### src/rtl/snvg_run_ctrl.sv
// Run controller for a Petri-net simulation engine: load, step/wait loop, deadlock/limit/halt termination.
// Optional response watchdog (done_code 4) is built only when SNVG_WDOG_EN is defined.
module snvg_run_ctrl #(
    parameter int STEP_W   = 16,
    parameter int WDOG_CYC = 15
) (
    input  logic              sys_clk,
    input  logic              sys_rst,
    input  logic              start,
    input  logic              halt,
    input  logic [STEP_W-1:0] max_steps,
    output logic              eng_load,
    output logic              eng_step,
    input  logic              eng_valid,
    input  logic [4:0]        eng_tf,
    output logic              busy,
    output logic              done,
    output logic [2:0]        done_code,
    output logic [STEP_W-1:0] step_cnt,
    output logic [4:0]        last_tf
);

    localparam logic [2:0] CODE_NONE     = 3'd0;
    localparam logic [2:0] CODE_DEADLOCK = 3'd1;
    localparam logic [2:0] CODE_LIMIT    = 3'd2;
    localparam logic [2:0] CODE_HALT     = 3'd3;
`ifdef SNVG_WDOG_EN
    localparam logic [2:0] CODE_TIMEOUT  = 3'd4;
    localparam int         WDOG_W        = $clog2(WDOG_CYC + 1);
`endif

    if (STEP_W < 1 || WDOG_CYC < 1) begin : g_param_check
        $error("snvg_run_ctrl: STEP_W and WDOG_CYC must be at least 1");
    end

    typedef enum logic [2:0] {
        S_IDLE,
        S_LOAD,
        S_STEP,
        S_WAIT,
        S_DONE
    } state_t;

    state_t            state_q, state_d;
    logic [STEP_W-1:0] limit_q, limit_d;
    logic [STEP_W-1:0] cnt_q, cnt_d;
    logic [4:0]        last_q, last_d;
    logic [2:0]        code_q, code_d;
    logic              eng_load_q, eng_load_d;
    logic              eng_step_q, eng_step_d;
    logic              busy_q, busy_d;
    logic              done_q, done_d;
    logic [STEP_W-1:0] cnt_inc;
    logic [STEP_W-1:0] cnt_end;
`ifdef SNVG_WDOG_EN
    logic [WDOG_W-1:0] wdog_q, wdog_d;
`endif

    // A zero limit means "unlimited", which still ends when the counter saturates.
    assign cnt_inc = cnt_q + 1'b1;
    assign cnt_end = (limit_q == '0) ? '1 : limit_q;

    always_comb begin
        state_d = state_q;
        limit_d = limit_q;
        cnt_d   = cnt_q;
        last_d  = last_q;
        code_d  = code_q;
`ifdef SNVG_WDOG_EN
        wdog_d  = wdog_q;
`endif
        case (state_q)
            S_IDLE: begin
                if (start) begin
                    limit_d = max_steps;
                    cnt_d   = '0;
                    last_d  = '0;
                    code_d  = CODE_NONE;
                    state_d = S_LOAD;
                end
            end
            S_LOAD: state_d = S_STEP;
            S_STEP: begin
                state_d = S_WAIT;
`ifdef SNVG_WDOG_EN
                wdog_d  = '0;
`endif
            end
            S_WAIT: begin
                // Deadlock beats limit beats halt; a non-deadlock firing is always counted.
                if (eng_valid) begin
                    if (eng_tf == 5'd0) begin
                        code_d  = CODE_DEADLOCK;
                        state_d = S_DONE;
                    end else begin
                        cnt_d  = cnt_inc;
                        last_d = eng_tf;
                        if (cnt_inc == cnt_end) begin
                            code_d  = CODE_LIMIT;
                            state_d = S_DONE;
                        end else if (halt) begin
                            code_d  = CODE_HALT;
                            state_d = S_DONE;
                        end else begin
                            state_d = S_STEP;
                        end
                    end
                end
`ifdef SNVG_WDOG_EN
                else if (wdog_q == WDOG_W'(WDOG_CYC - 1)) begin
                    code_d  = CODE_TIMEOUT;
                    state_d = S_DONE;
                end else begin
                    wdog_d = wdog_q + 1'b1;
                end
`endif
            end
            S_DONE:  state_d = S_IDLE;
            default: state_d = S_IDLE;
        endcase

        // Strobes and status are registered, so derive them from the next state.
        eng_load_d = (state_d == S_LOAD);
        eng_step_d = (state_d == S_STEP);
        busy_d     = (state_d == S_LOAD) || (state_d == S_STEP) || (state_d == S_WAIT);
        done_d     = (state_d == S_DONE);
    end

    always_ff @(posedge sys_clk or posedge sys_rst) begin
        if (sys_rst) begin
            state_q    <= S_IDLE;
            limit_q    <= '0;
            cnt_q      <= '0;
            last_q     <= '0;
            code_q     <= CODE_NONE;
            eng_load_q <= 1'b0;
            eng_step_q <= 1'b0;
            busy_q     <= 1'b0;
            done_q     <= 1'b0;
`ifdef SNVG_WDOG_EN
            wdog_q     <= '0;
`endif
        end else begin
            state_q    <= state_d;
            limit_q    <= limit_d;
            cnt_q      <= cnt_d;
            last_q     <= last_d;
            code_q     <= code_d;
            eng_load_q <= eng_load_d;
            eng_step_q <= eng_step_d;
            busy_q     <= busy_d;
            done_q     <= done_d;
`ifdef SNVG_WDOG_EN
            wdog_q     <= wdog_d;
`endif
        end
    end

    assign eng_load  = eng_load_q;
    assign eng_step  = eng_step_q;
    assign busy      = busy_q;
    assign done      = done_q;
    assign done_code = code_q;
    assign step_cnt  = cnt_q;
    assign last_tf   = last_q;

endmodule

### config.mk
export PLATFORM = sky130hd
export DESIGN_NAME = snvg_run_ctrl
export DESIGN_NICKNAME = d
export VERILOG_FILES = /design/src/rtl/snvg_run_ctrl.sv
export SDC_FILE = /design/constraint.sdc
export NUM_CORES = 1
export LEC_CHECK = 0
export ABC_AREA = 1
export CORE_AREA = 3 3 100 102
export CTS_CLUSTER_DIAMETER = 60
export DETAILED_ROUTE_END_ITERATION = 7
export DIE_AREA = 0 0 103 105
export PLACE_DENSITY_LB_ADDON = 0.1
export SYNTH_ARGS = -nofsm -noshare
export SYNTH_HDL_FRONTEND = slang
export SYNTH_SLANG_ARGS = --single-unit
### constraint.sdc
create_clock -name sys_clk -period 5.6 [get_ports sys_clk]
set_input_delay 1.68 -clock sys_clk [delete_from_list [all_inputs] [get_ports sys_clk]]
set_output_delay 1.68 -clock sys_clk [all_outputs]
set_load 0.02 [all_outputs]
Run 1, sequential cells grouped by signal name:
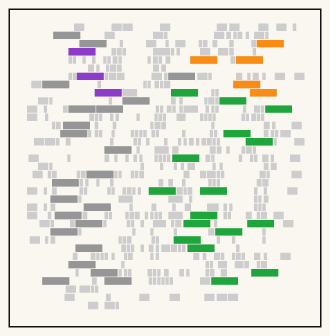
purple -> state_q  # flops 3
green -> step_cnt  # flops 16
orange -> last_tf  # flops 5, where top right
not colored = 22
sequential group power: 0.000506 W
FF+latch area: 0.001151 mm²
final core utilization: 37.17%

Run 1, zoomed window:
Region (65, 14) to (90, 39) µm. Cells in gray, sequential cells in the stronger gray; small squares are vias.
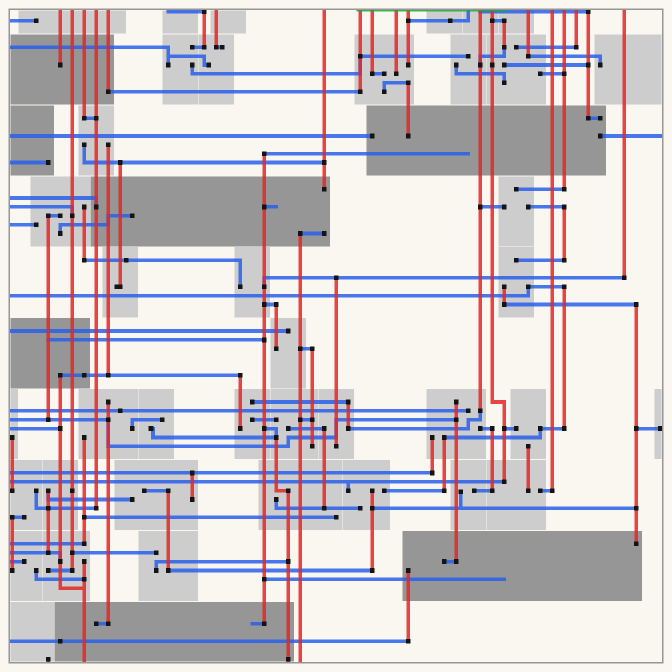
blue -> metal 1
green -> metal 3
red -> metal 2
sequential cells in the window = 4
netlist names of flops here include = step_cnt (4)
cells with their middle in the window = 34
most frequent = nand2_1 (10)

Run 1, PDN straps and rails:
Scale bar: 20 µm. Pins as bars on the die edge. Tap cells in gray.
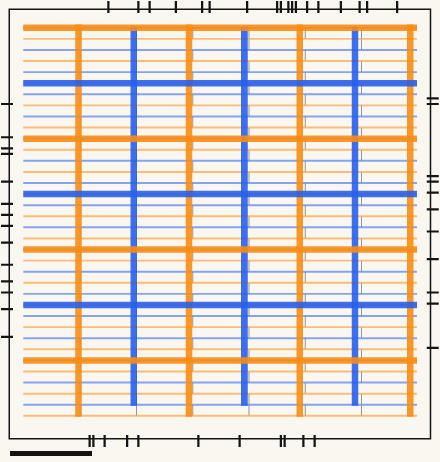
blue -> VDD
orange -> VSS
met4 straps = 7
rows = 35
signal pins = 54
met1 rails = 36
met5 straps = 7

==> ci_impl_report.md, run 1 <==
### Metrics collected by this job

| Metric | Value |
|---|---|
| Die footprint | roughly 0.011 mm² |
| Highest ir drop seen on vdd | between 0.0001 and 0.00015 V |
| Final Max Tran Viols | 0 |
| Top power group | combinational logic |
| Ys async rst share | 100.0% |
| Required arrival time at the worst endpoint | 5.80 ns |
| Count of state elements after synthesis | 46 |
| Combinational cell power | 0.000664 W |
| Most used cell along the critical path | nand2_1 |
| Final Hold Violation Tally | 0 |
| Worst Hold Path Cells | 2 |
| Worst min path class | reg -> reg |
| Fraction of layout instances using a drive strength above 1 | under 10% |
| Logic family by area | simple AND/OR/NAND/NOR gates |
| Clock share of power | approximately 15% |
| Number of buffers inserted during clock tree synthesis | 5 |
| Top cells excl fill/tap | 133 x nand2_1, 68 x inv_1, 52 x clkdlybuf4s50_1, 46 x dfrtp_1, 34 x nor2_1 |
| Clock latency at the later pin of the worst-skew pair | 0.30 ns |
| Met2 Track Usage GR | 21.63% |
| Setup slack of the most critical reg-to-reg path | a little over 3 ns |
| Most common flop cell mapped by yosys | dfrtp_1 |
| Routed Wire Length | just under 7000 µm |
| Clock-pin slew on the worst setup and hold paths | 0.09 ns |
| Clock sink total | between 40 and 50 |
| Number of rows in the core area | 35 |
| Net switching power | around 0.0006 W |
| Critical-path maximum fanout | 28 |
| Top cells by count | 133 x nand2_1, 69 x inv_1, 46 x dfrtp_1 |
| Grt met3 use | 2.270% |
| Setup tns final | 0 ns |
| Via count of the first global-routing pass | 2,458 |
| Global-route wire length before repair | 12,020 µm |
| GRT met1 Usage | 20.14% |
| Crit path largest cell delay | just over 0.6 ns |
| Outcome | finished, final reports clean |
| CTS Hold Buffers Added | 0 |
| Logic area | ~0.0013 mm² |
| Worst Max-Slew Pin Slew | slightly below 1 ns |
| Final setup violation count | 0 |
| Metal1 wirelength | approximately 3600 µm |
| Adder-Cell Fraction of Synth Area | 0.4596% |
| Initial antenna violation count | 0 |
| Time the worst path needs with I/O delays and setup | roughly 3.8 ns |
| Multiplexer share | 0% |
| Critical setup path kind | in -> reg |
| Standard cell core area | 0.009196 mm² |
| Reg2reg start | state_q[1]$_DFF_PP0_ |
| Post-route antenna net violation count | 0 |
| Largest net degree at the start of global routing | approximately 47 |
| Area share of xor/xnor cells in the synthesized design | 1.287% |
| Switching share of total power | 43.17% |
| Worst setup startpoint | eng_tf[1] |
| And-or/or-and share of the synthesized area | under 10% |
| Commonest Layout Cell | nand2_1 |
| Detailed-routed wire length on met3 | between 200 and 250 µm |
| Proportion of cell area occupied by registers | between 30% and 40% |
| Fin worst setup slack | around 1.8 ns |
| Max Used Layer | met4 |
| Post-synthesis cell count | ~400 |
| Worst hold path startpoint | done_code[1]$_DFFE_PP0P_ |
| Static Leak | approximately 1.6 nW |
| Area of placed instances | between 0.003 and 0.004 mm² |
| Area of the synthesized netlist per yosys stat | between 0.002 and 0.003 mm² |
| Netlist Area Pre-Place | ~0.0027 mm² |
| Relative area change from synthesis to final layout | 25.55% |
| Hold Path End | done_code[1]$_DFFE_PP0P_ |
| CP max stage cell | a21oi_4 |
| Layout buffering overhead excluding clock cells | between 10% and 20% |
| Number of cells on the critical path | 7 |
| P per Cell Area | between 400 and 500 mW/mm² |
| Logic pwr share | 48.4% |
| Instance count after placement with tap cells included | about 550 |
| Ys Warns | 0 |
| Detailed route wirelength on metal2 | around 3100 µm |
| Layout buffer count excluding clock buffers | 53 |
| Leading area contributor after synthesis | dfrtp_1 |
| Mean post-synth cell area | 6.807 µm² |
| Final setup skew | slightly below 0.008 ns |
| Global Route Usage Sum | approximately 14% |
| Arrival time of the worst setup path | approximately 4 ns |
| Stage-log warning count | 26 |
| Worst slack at placement | 1.477 ns |
| Worst max-slew margin expressed relative to the limit | between 30% and 40% |
| Cell internal pwr | roughly 0.00078 W |
| Pre-Repair DR Iteration Count | 4 |
| Max Clock Freq | 0.2654 GHz |
| Root cell of the clock tree | clkbuf_8 |
| Seq pwr share | 36.8% |
| 1st-iter DRT viols | between 100 and 150 |
| Post-route DRC violation count | 0 |
| Number of buffers inserted to repair setup after CTS | 0 |
| N_taps | between 100 and 150 |
| Initial core utilization | ~30% |
| Area fraction in and, or, nand and nor cells after synthesis | between 30% and 40% |
| Max-capacitance violation count | 0 |
| Buffers plus inverters on the worst setup path | 1 |
| Startpoint type of the worst setup path | input pin |
| Port buffer count | between 50 and 60 |
| Dominant class by area | combinational gates |
==> run 2, diff against run 1 <==
==> constraint.sdc (replaced) <==
create_clock -name sys_clk -period 3.9 [get_ports sys_clk]
set_input_delay 1.17 -clock sys_clk [delete_from_list [all_inputs] [get_ports sys_clk]]
set_output_delay 1.17 -clock sys_clk [all_outputs]
set_load 0.02 [all_outputs]
==> ci_impl_report.md, run 2 <==
### Metrics collected by this job

| Metric | Value |
|---|---|
| Hold Path End | done_code[0]$_DFFE_PP0P_ (was done_code[1]$_DFFE_PP0P_) |
| Worst min path class | reg -> reg (unchanged) |
| Initial core utilization | 29.61% (unchanged) |
| Area of the synthesized netlist per yosys stat | 0.002723 mm² (unchanged) |
| Startpoint type of the worst setup path | input pin (unchanged) |
| Netlist Area Pre-Place | 0.002723 mm² (unchanged) |
| Seq pwr share | 36.7% (was 36.8%) |
| 1st-iter DRT viols | 93 (was 106) |
| Port buffer count | 52 (unchanged) |
| P per Cell Area | 576.5 mW/mm² (was 401.6 mW/mm²) |
| Logic pwr share | 47.9% (was 48.4%) |
| Clock sink total | 46 (unchanged) |
| Critical setup path kind | in -> reg (unchanged) |
| Stage-log warning count | 26 (unchanged) |
| Adder-Cell Fraction of Synth Area | 0.4596% (unchanged) |
| Outcome | finished, final reports clean (unchanged) |
| Final setup skew | 0.01090 ns (was 0.007735 ns) |
| Post-route antenna net violation count | 0 (unchanged) |
| Final Hold Violation Tally | 0 (unchanged) |
| Number of rows in the core area | 35 (unchanged) |
| Top power group | combinational logic (unchanged) |
| Detailed-routed wire length on met3 | 278 µm (was 212 µm) |
| Clock-pin slew on the worst setup and hold paths | 0.09 ns (about the same) |
| Number of buffers inserted to repair setup after CTS | 0 (unchanged) |
| Setup tns final | 0 ns (unchanged) |
| Global Route Usage Sum | 13.57% (was 13.95%) |
| Ys async rst share | 100.0% (unchanged) |
| Grt met3 use | 2.003% (was 2.270%) |
| Clock share of power | 15.4% (was 14.8%) |
| Combinational cell power | 0.000946 W (was 0.000664 W) |
| Instance count after placement with tap cells included | 553 (unchanged) |
| Number of buffers inserted during clock tree synthesis | 5 (unchanged) |
| Sequential group power | 0.000726 W (was 0.000506 W) |
| Fraction of layout instances using a drive strength above 1 | 5.778% (was 5.580%) |
| Root cell of the clock tree | clkbuf_8 (unchanged) |
| Proportion of cell area occupied by registers | 33.59% (was 33.67%) |
| Largest net degree at the start of global routing | 47 (unchanged) |
| Critical-path maximum fanout | 28 (unchanged) |
| Most common flop cell mapped by yosys | dfrtp_1 (unchanged) |
| Worst Hold Path Cells | 2 (unchanged) |
| Fin worst setup slack | 0.6548 ns (was 1.832 ns) |
| CTS Hold Buffers Added | 0 (unchanged) |
| Met2 Track Usage GR | 20.71% (was 21.63%) |
| Initial antenna violation count | 0 (unchanged) |
| Area fraction in and, or, nand and nor cells after synthesis | 34.56% (unchanged) |
| Relative area change from synthesis to final layout | 25.87% (was 25.55%) |
| Reg2reg start | state_q[0]$_DFF_PP0_ (was state_q[1]$_DFF_PP0_) |
| Static Leak | 1.648 nW (was 1.643 nW) |
| Area of placed instances | 0.003336 mm² (unchanged) |
| Final core utilization | 37.27% (was 37.17%) |
| Via count of the first global-routing pass | 2,459 (was 2,458) |
| Post-synthesis net count | 427 (unchanged) |
| Max Clock Freq | between 0.3 and 0.4 GHz |
| Leading area contributor after synthesis | dfrtp_1 (unchanged) |
| Switching share of total power | 42.99% (was 43.17%) |
| Buffers plus inverters on the worst setup path | 1 (unchanged) |
| Commonest Layout Cell | nand2_1 (unchanged) |
| Pre-Repair DR Iteration Count | 4 (unchanged) |
| Die footprint | 0.01082 mm² (unchanged) |
| Global-route wire length before repair | 11,700 µm (was 12,020 µm) |
| Detailed route wirelength on metal2 | 2907 µm (was 3059 µm) |
| CP max stage cell | a21oi_4 (unchanged) |
| Clock latency at the later pin of the worst-skew pair | 0.30 ns (about the same) |
| Worst hold path startpoint | done_code[0]$_DFFE_PP0P_ (was done_code[1]$_DFFE_PP0P_) |
| Required arrival time at the worst endpoint | 4.10 ns (was 5.80 ns) |
| Most used cell along the critical path | nand2_1 (unchanged) |
| Max Used Layer | met4 (unchanged) |
| Highest ir drop seen on vdd | 0.0001828 V (was 0.0001234 V) |
| Multiplexer share | 0% (unchanged) |
| Dominant class by area | combinational gates (unchanged) |
| Ys Warns | 0 (unchanged) |
| Routed Wire Length | 6750 µm (was 6908 µm) |
| Critical Path Sink | step_cnt[8]$_DFFE_PP0P_ (was step_cnt[4]$_DFFE_PP0P_) |
| Crit path largest cell delay | 0.62 ns (about the same) |
| Average vias per placed instance | 4.492 (was 4.496) |
| Time the worst path needs with I/O delays and setup | between 3 and 4 ns |
| Post-route DRC violation count | 0 (unchanged) |
| Count of state elements after synthesis | 46 (unchanged) |
| Net switching power | 0.0008494 W (was 0.0005927 W) |
| Final setup violation count | 0 (unchanged) |
| And-or/or-and share of the synthesized area | 9.789% (unchanged) |
| Worst setup startpoint | eng_tf[4] (was eng_tf[1]) |
| Worst slack at placement | 0.2837 ns (was 1.477 ns) |
| Final instance area | 0.003427 mm² (was 0.003418 mm²) |
| Final Max Tran Viols | 0 (unchanged) |
| FF+latch area | 0.001151 mm² (unchanged) |
| Standard cell core area | 0.009196 mm² (unchanged) |
| Top cells excl fill/tap | 133 x nand2_1, 68 x inv_1, 52 x clkdlybuf4s50_1, 46 x dfrtp_1, 34 x nor2_1 (unchanged) |
| Layout buffering overhead excluding clock cells | 15.41% (was 15.45%) |
| Arrival time of the worst setup path | 3.45 ns (was 3.97 ns) |
| Number of cells on the critical path | 7 (unchanged) |
| GRT met1 Usage | 19.49% (was 20.14%) |
| Logic family by area | simple AND/OR/NAND/NOR gates (unchanged) |
| Cell internal pwr | 0.001126 W (was 0.0007801 W) |
| Area share of xor/xnor cells in the synthesized design | 1.287% (unchanged) |
| Worst Max-Slew Pin Slew | 0.9949 ns (was 0.9872 ns) |
| Layout buffer count excluding clock buffers | 53 (unchanged) |
| Post-synthesis cell count | 400 (unchanged) |
| Max-capacitance violation count | 0 (unchanged) |
| Worst max-slew margin expressed relative to the limit | 33.57% (was 34.09%) |
Run 2, zoomed window:
Region (65, 14) to (90, 39) µm. Cells in gray, sequential cells in the stronger gray; small squares are vias.
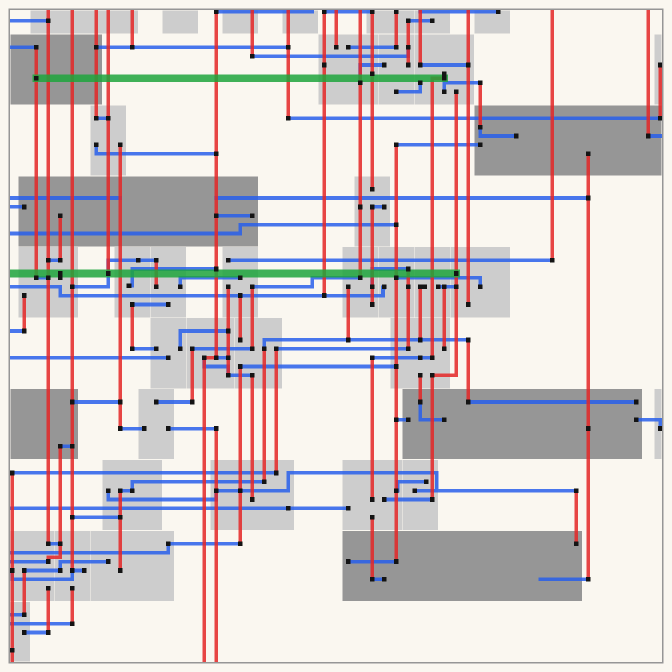
blue -> metal 1
green -> metal 3
red -> metal 2
sequential cells in the window = 4
most frequent = nand2_1 (8), o22ai_1 (4), dfrtp_1 (4)
netlist names of flops here include = step_cnt (4)
cells with their middle in the window = 30

==> run 3, diff against run 2 <==
==> constraint.sdc (replaced) <==
create_clock -name sys_clk -period 3.09 [get_ports sys_clk]
set_input_delay 0.927 -clock sys_clk [delete_from_list [all_inputs] [get_ports sys_clk]]
set_output_delay 0.927 -clock sys_clk [all_outputs]
set_load 0.02 [all_outputs]
==> ci_impl_report.md, run 3 <==
### Metrics collected by this job

| Metric | Value |
|---|---|
| Outcome | finished, final reports clean (unchanged) |
| Net switching power | 0.001101 W (was 0.0008494 W) |
| And-or/or-and share of the synthesized area | 9.789% (unchanged) |
| Layout buffer count excluding clock buffers | 58 (was 53) |
| Combinational cell power | 0.00123 W (was 0.000946 W) |
| Top cells by count | 133 x nand2_1, 69 x inv_1, 46 x dfrtp_1 (unchanged) |
| Area fraction in and, or, nand and nor cells after synthesis | 34.56% (unchanged) |
| Global Route Usage Sum | 13.39% (was 13.57%) |
| Sequential group power | 0.000915 W (was 0.000726 W) |
| Static Leak | 1.696 nW (was 1.648 nW) |
| Instance count after placement with tap cells included | 558 (was 553) |
| Worst hold path startpoint | done_code[1]$_DFFE_PP0P_ (was done_code[0]$_DFFE_PP0P_) |
| Via count of the first global-routing pass | 2,357 (was 2,459) |
| Fraction of layout instances using a drive strength above 1 | 7.033% (was 5.778%) |
| Final setup violation count | 0 (unchanged) |
| Number of cells on the critical path | 1 (was 7) |
| Detailed-routed wire length on met3 | 313 µm (was 278 µm) |
| Worst setup startpoint | step_cnt[2]$_DFFE_PP0P_ (was eng_tf[4]) |
| Routed Wire Length | 6938 µm (was 6750 µm) |
| Area of the synthesized netlist per yosys stat | 0.002723 mm² (unchanged) |
| Initial core utilization | 29.61% (unchanged) |
| Final Max Tran Viols | 0 (unchanged) |
| Worst slack at placement | 0.4069 ns (was 0.2837 ns) |
| Number of rows in the core area | 35 (unchanged) |
| Area of placed instances | 0.003373 mm² (was 0.003336 mm²) |
| Layout buffering overhead excluding clock cells | 16.09% (was 15.41%) |
| Worst max-slew margin expressed relative to the limit | 50.53% (was 33.57%) |
| Logic pwr share | 45.5% (was 47.9%) |
| Global-route wire length before repair | 11,600 µm (was 11,700 µm) |
| Ys Warns | 0 (unchanged) |
| Worst Hold Path Cells | 2 (unchanged) |
| Grt met3 use | 1.869% (was 2.003%) |
| Worst Max-Slew Pin Slew | 0.7402 ns (was 0.9949 ns) |
| Logic area | 0.001259 mm² (unchanged) |
| Fin worst setup slack | 0.6822 ns (was 0.6548 ns) |
| Cell internal pwr | 0.001608 W (was 0.001126 W) |
| Top power group | combinational logic (unchanged) |
| Final core utilization | 38.23% (was 37.27%) |
| Seq pwr share | 33.8% (was 36.7%) |
| Clock share of power | 20.8% (was 15.4%) |
| Startpoint type of the worst setup path | flip-flop (was input pin) |
| Max Clock Freq | between 0.4 and 0.5 GHz |
| Time the worst path needs with I/O delays and setup | around 2.4 ns |
| Relative area change from synthesis to final layout | 29.14% (was 25.87%) |
| Setup tns final | 0 ns (unchanged) |
| Count of state elements after synthesis | 46 (unchanged) |
| Reg2reg start | limit_q[15]$_DFFE_PP0P_ (was state_q[0]$_DFF_PP0_) |
| Detailed route wirelength on metal2 | 3022 µm (was 2907 µm) |
| Metal1 wirelength | 3522 µm (was 3488 µm) |
| Multiplexer share | 0% (unchanged) |
| Adder-Cell Fraction of Synth Area | 0.4596% (unchanged) |
| Hold Path End | done_code[1]$_DFFE_PP0P_ (was done_code[0]$_DFFE_PP0P_) |
| Dominant class by area | combinational gates (unchanged) |
| Critical-path maximum fanout | 8 (was 28) |
| GRT met1 Usage | 20.77% (was 19.49%) |
| FF+latch area | 0.001151 mm² (unchanged) |
| Crit path largest cell delay | 0.66 ns (was 0.62 ns) |
| Clock latency at the later pin of the worst-skew pair | 0.30 ns (about the same) |
| Logic family by area | simple AND/OR/NAND/NOR gates (unchanged) |
| Mean post-synth cell area | 6.807 µm² (unchanged) |
| Commonest Layout Cell | nand2_1 (unchanged) |
| Area share of xor/xnor cells in the synthesized design | 1.287% (unchanged) |
| Initial antenna violation count | 0 (unchanged) |
| Arrival time of the worst setup path | 1.48 ns (was 3.45 ns) |
| Critical Path Sink | step_cnt[2] (was step_cnt[8]$_DFFE_PP0P_) |
| IO Count | 54 (unchanged) |
| Required arrival time at the worst endpoint | 2.16 ns (was 4.10 ns) |
| Final Hold Violation Tally | 0 (unchanged) |
| Max-capacitance violation count | 0 (unchanged) |
| Top cells excl fill/tap | 133 x nand2_1, 68 x inv_1, 52 x clkdlybuf4s50_1, 46 x dfrtp_1, 34 x nor2_1 (unchanged) |
| Switching share of total power | 40.65% (was 42.99%) |
| CTS Hold Buffers Added | 0 (unchanged) |
| Share of the clock period used by the worst path after layout | between 70% and 80% |
| Post-route DRC violation count | 0 (unchanged) |
| Stage-log warning count | 26 (unchanged) |
| N_taps | 111 (unchanged) |
| Total overflow reported by the global router | 0 (unchanged) |
| Final setup skew | 0.003849 ns (was 0.01090 ns) |
| Number of buffers inserted to repair setup after CTS | 0 (unchanged) |
| Clock sink total | 46 (unchanged) |
| Post-route antenna net violation count | 0 (unchanged) |
| Final Net Count | 481 (was 476) |
| Setup slack of the most critical reg-to-reg path | 0.71 ns (was 1.38 ns) |
| CP max stage cell | clkdlybuf4s50_1 (was a21oi_4) |
| Critical setup path kind | reg -> out (was in -> reg) |
| Met2 Track Usage GR | 19.29% (was 20.71%) |
| Clock-pin slew on the worst setup and hold paths | 0.09 ns (about the same) |
| Final instance area | 0.003516 mm² (was 0.003427 mm²) |
| Max Used Layer | met4 (unchanged) |
| Die footprint | 0.01082 mm² (unchanged) |
| Largest net degree at the start of global routing | 34 (was 47) |
| Most common flop cell mapped by yosys | dfrtp_1 (unchanged) |
| Average vias per placed instance | 4.493 (was 4.492) |
| Buffers plus inverters on the worst setup path | 1 (unchanged) |
| Number of buffers inserted during clock tree synthesis | 5 (unchanged) |
| Port buffer count | 52 (unchanged) |
| Proportion of cell area occupied by registers | 32.74% (was 33.59%) |
| 1st-iter DRT viols | 125 (was 93) |
| Ys async rst share | 100.0% (unchanged) |
| Post-synthesis cell count | 400 (unchanged) |
Run 3, PDN straps and rails:
Scale bar: 20 µm. Pins as bars on the die edge. Tap cells in gray.
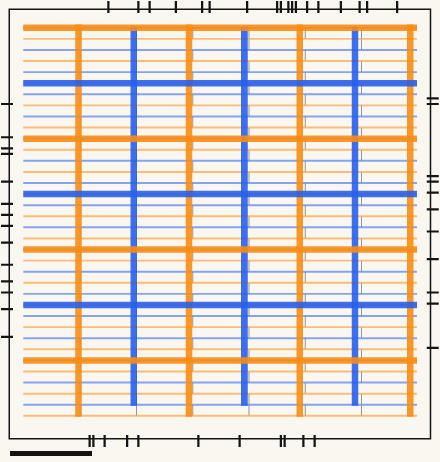
orange -> VSS
blue -> VDD
tap cells = 111
signal pins = 54
met4 straps = 7
rows = 35
horizontal die dimension: 103 µm
standard cell core area: 0.009196 mm²
Chip Height: 105 µm
highest ir drop seen on vdd: 0.0002714 V

Power and IR drop assume default switching activity.
